==> src/rtl/tile_renderer.sv <==
// tile_renderer: map-tile and robot-sprite colour stage with 2-cycle aligned VGA output
module tile_renderer #(
    parameter int TILE_COLS = 20,
    parameter int TILE_ROWS = 15,
    parameter int H_ACTIVE  = 640,
    parameter int V_ACTIVE  = 480
) (
    input  logic       clock_25,
    input  logic       reset_key,
    input  logic [9:0] pixel_x,
    input  logic [9:0] pixel_y,
    input  logic       video_on,
    input  logic       hsync_in,
    input  logic       vsync_in,
    input  logic [4:0] robot_tile_x,
    input  logic [3:0] robot_tile_y,
    input  logic [1:0] robot_dir,
    input  logic       robot_valid,
    output logic [8:0] map_addr,
    input  logic [2:0] map_data,
    output logic [7:0] vga_r,
    output logic [7:0] vga_g,
    output logic [7:0] vga_b,
    output logic       vga_hs,
    output logic       vga_vs,
    output logic       frame_start
);

    function automatic logic in_rng(input logic [4:0] v, input logic [4:0] lo, input logic [4:0] hi);
        return (v >= lo) && (v <= hi);
    endfunction

    logic        active_in, latch;
    logic [4:0]  ox_d, ox_q, oy_d, oy_q, tx_d, tx_q;
    logic [3:0]  ty_d, ty_q;
    logic        von1_d, von1_q, hs1_d, hs1_q, vs1_d, vs1_q;
    logic [4:0]  sx_d, sx_q;
    logic [3:0]  sy_d, sy_q;
    logic [1:0]  sdir_d, sdir_q;
    logic        sv_d, sv_q;
    logic        fs_d, fs_q;
    logic [23:0] tile_rgb, rgb_d, rgb_q;
    logic        hs2_d, hs2_q, vs2_d, vs2_q;
    logic        hit, body, mark;

    // Map address from the incoming pixel; clamped to 0 outside the visible area
    always_comb begin
        active_in = (pixel_x < 10'(H_ACTIVE)) && (pixel_y < 10'(V_ACTIVE));
        map_addr  = active_in ? 9'(pixel_y[8:5]) * 9'(TILE_COLS) + 9'(pixel_x[9:5]) : 9'd0;
        latch     = (pixel_y == 10'(V_ACTIVE)) && (pixel_x == 10'd0);
    end

    // Stage 1 capture and frame-latched robot shadow
    always_comb begin
        ox_d   = pixel_x[4:0];
        oy_d   = pixel_y[4:0];
        tx_d   = pixel_x[9:5];
        ty_d   = pixel_y[8:5];
        von1_d = video_on;
        hs1_d  = hsync_in;
        vs1_d  = vsync_in;
        sx_d   = latch ? robot_tile_x : sx_q;
        sy_d   = latch ? robot_tile_y : sy_q;
        sdir_d = latch ? robot_dir : sdir_q;
        sv_d   = latch ? robot_valid : sv_q;
        fs_d   = latch;
    end

    // Stage 2 colour: palette lookup, sprite overlay, blanking
    always_comb begin
        case (map_data)
            3'd0:    tile_rgb = 24'h202020;
            3'd1:    tile_rgb = 24'h808080;
            3'd2:    tile_rgb = 24'h0080FF;
            3'd3:    tile_rgb = 24'h805010;
            default: tile_rgb = 24'hFF00FF;
        endcase
        hit  = sv_q && (sx_q < 5'(TILE_COLS)) && (sy_q < 4'(TILE_ROWS)) && (tx_q == sx_q) && (ty_q == sy_q);
        body = in_rng(ox_q, 5'd4, 5'd27) && in_rng(oy_q, 5'd4, 5'd27);
        case (sdir_q)
            2'd0:    mark = in_rng(oy_q, 5'd4, 5'd11) && in_rng(ox_q, 5'd12, 5'd19);
            2'd1:    mark = in_rng(ox_q, 5'd20, 5'd27) && in_rng(oy_q, 5'd12, 5'd19);
            2'd2:    mark = in_rng(oy_q, 5'd20, 5'd27) && in_rng(ox_q, 5'd12, 5'd19);
            default: mark = in_rng(ox_q, 5'd4, 5'd11) && in_rng(oy_q, 5'd12, 5'd19);
        endcase
        rgb_d = !von1_q       ? 24'h000000 :
                (hit && mark) ? 24'hFF0000 :
                (hit && body) ? 24'hFFFF00 : tile_rgb;
        hs2_d = hs1_q;
        vs2_d = vs1_q;
    end

    // Pipeline and shadow registers with synchronous active-low reset
    always_ff @(posedge clock_25) begin
        if (!reset_key) begin
            ox_q   <= '0;
            oy_q   <= '0;
            tx_q   <= '0;
            ty_q   <= '0;
            von1_q <= 1'b0;
            hs1_q  <= 1'b1;
            vs1_q  <= 1'b1;
            sx_q   <= '0;
            sy_q   <= '0;
            sdir_q <= '0;
            sv_q   <= 1'b0;
            fs_q   <= 1'b0;
            rgb_q  <= '0;
            hs2_q  <= 1'b1;
            vs2_q  <= 1'b1;
        end else begin
            ox_q   <= ox_d;
            oy_q   <= oy_d;
            tx_q   <= tx_d;
            ty_q   <= ty_d;
            von1_q <= von1_d;
            hs1_q  <= hs1_d;
            vs1_q  <= vs1_d;
            sx_q   <= sx_d;
            sy_q   <= sy_d;
            sdir_q <= sdir_d;
            sv_q   <= sv_d;
            fs_q   <= fs_d;
            rgb_q  <= rgb_d;
            hs2_q  <= hs2_d;
            vs2_q  <= vs2_d;
        end
    end

    assign vga_r       = rgb_q[23:16];
    assign vga_g       = rgb_q[15:8];
    assign vga_b       = rgb_q[7:0];
    assign vga_hs      = hs2_q;
    assign vga_vs      = vs2_q;
    assign frame_start = fs_q;

endmodule

==> config.mk <==
export PLATFORM = sky130hd
export DESIGN_NAME = tile_renderer
export DESIGN_NICKNAME = d
export VERILOG_FILES = /design/src/rtl/tile_renderer.sv
export SDC_FILE = /design/constraint.sdc
export NUM_CORES = 1
export LEC_CHECK = 0
export CAP_MARGIN = 15
export CORE_MARGIN = 1.5
export CORE_UTILIZATION = 40
export DETAILED_ROUTE_END_ITERATION = 10
export PLACE_DENSITY = 0.73
export SLEW_MARGIN = 20
export SYNTH_ARGS = -nofsm -noshare
export SYNTH_HDL_FRONTEND = slang
export SYNTH_SLANG_ARGS = --single-unit
==> constraint.sdc <==
create_clock -name clock_25 -period 3.79 [get_ports clock_25]
set_input_delay 1.137 -clock clock_25 [delete_from_list [all_inputs] [get_ports clock_25]]
set_output_delay 1.137 -clock clock_25 [all_outputs]
set_load 0.02 [all_outputs]
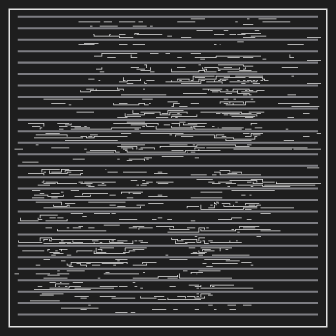
Fig. 1. Met1 routing.
Supply wires on this layer in gray.
- wire length on this layer: 1840 µm
- longest straight run: 23.9 µm
- share of all routed wire: 43%
- nets with wire on the layer: 302
- main direction: horizontal

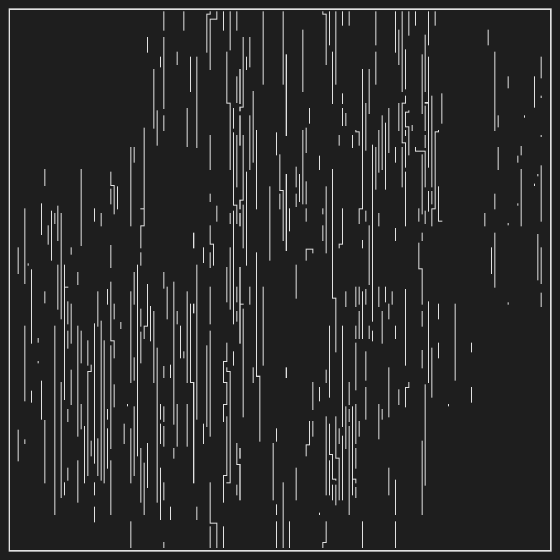
Fig. 2. Metal 2.
- share of all routed wire: 48%
- wire length on this layer: 2050 µm
- longest straight run: 26.5 µm
- main direction: vertical
- nets with wire on the layer: 280
met2 global-route usage: 25.96%
via count: 1708
Routed WL: 4.289 mm

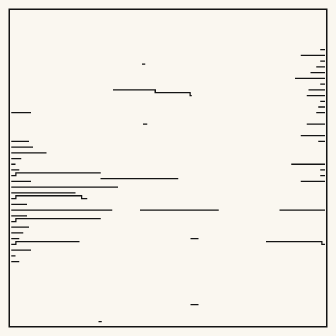
Fig. 3. Signal wires on met3.
- main direction: horizontal
- wire length on this layer: 336 µm
- nets with wire on the layer: 48
- longest straight run: 25.1 µm
GR met3 Demand/Resource: 5.890%

==> summary.txt <==
impl run done, here's what came out: Post-synth mux share=roughly 6.3%, Worst Path Max Fanout=3, FP Util=a little over 40%, max-slew violations=0, unrepaired setup endpoints after global routing=true, remaining antenna violation count=0, area share, top type=a little over two fifths, CTS Root Cell=clkbuf_8, Die W=75.06 µm, clk_skew=between 0.009 and 0.01 ns, most instantiated library cell after synthesis=dfxtp_1, setup TNS=-0.04124 ns, Worst-Skew Late Latency=slightly below 0.3 ns, final net count=around 350, largest net degree at the start of global routing=22, CP Capture Point=map_addr[7], Setup CP Type=in -> out, aoi share=~7.9%, path depth of the worst reg2reg path=5, fin area=3120 µm², maxcap violations=0, post-synthesis chip area from yosys=2077 µm², final setup fails=3, grt ovf=0, wire per inst=between 10 and 15 µm, clk slew on worst S/H paths=about 0.080 ns, highest metal used=met4, Yosys Instances=216, status=finished, violations left, Die ar.=approximately 5600 µm², final worst slack=-0.02210 ns, hpwl dp=roughly 3.4 mm, utilization after layout=between 60 and 70%, GPL Wtd Cong=0.7486, Cells after Synth=216, Hold Buf Count CTS=0, violated checks=setup timing, FF/Latch Area=approximately 880 µm², total track usage=16.03%, WL met3=approximately 340 µm
[final cells by class]
cell class,count,area share (%)
clock buffer,7,2.767
clock inverter,1,0.2406
inverter,5,0.6014
multi-input combinational,150,36.97
sequential,44,28.23
tap,70,2.807
timing repair buffer,95,28.39
[report_power, final]
| group | internal (W) | leakage [nW] | switching (W) |
|---|---|---|---|
| Sequential | 0.000476 | 0.361 | 0.00000834 |
| Combinational | 0.000119 | 0.820 | 0.0000932 |
| Clock | 0.000148 | 0.0445 | 0.000143 |
| Total | 0.000743 | 1.22 | 0.000244 |
[metal layers]
| metal | global-route usage, % | vias to the layer above |
|---|---|---|
| met4 | 7.677 | 0 |
| met3 | 5.890 | 6 |
| li1 | - | 887 |
| met5 | 0 | - |
| met1 | 18.79 | 760 |
| met2 | 25.96 | 55 |
[placed cells by master (no fill, tap or decap), types with 6 or more instances in the layout]
cell type        count
xor2_1               7
dlygate4sd2_1        6
mux2i_1             13
dfxtp_1             44
buf_4               21
nor2_1              23
a21oi_1              9
xnor2_1             10
clkdlybuf4s50_1     59
and2_1              20
nand2_1              7
clkbuf_8             6
[registers in the layout, indices dropped and copies added, names as in the netlist]
name / flops
ox_q: 3
hs1_q: 1
sv_q: 1
sy_q: 4
von1_q: 1
tx_q: 5
ty_q: 4
rgb_q: 11
frame_start: 1
vs1_q: 1
sdir_q: 2
vga_hs: 1
oy_q: 3
sx_q: 5
vga_vs: 1
[worst max-delay path, stage by stage]
cell,delay (ns)
buf_8,0.10
ha_4,0.23
ha_4,0.15
inv_2,0.05
fa_2,0.47
nor3b_2,0.19
xnor2_1,0.15
nor2_2,0.05
buf_6,0.13
[repair_timing]
action,in CTS,in global routing
setup endpoints to repair,9,9
hold endpoints to repair,0,0
buffers inserted,1,2
pin swaps,12,3
gates resized,64,7
No activity file was given, so power comes from the tool's default toggle rates.
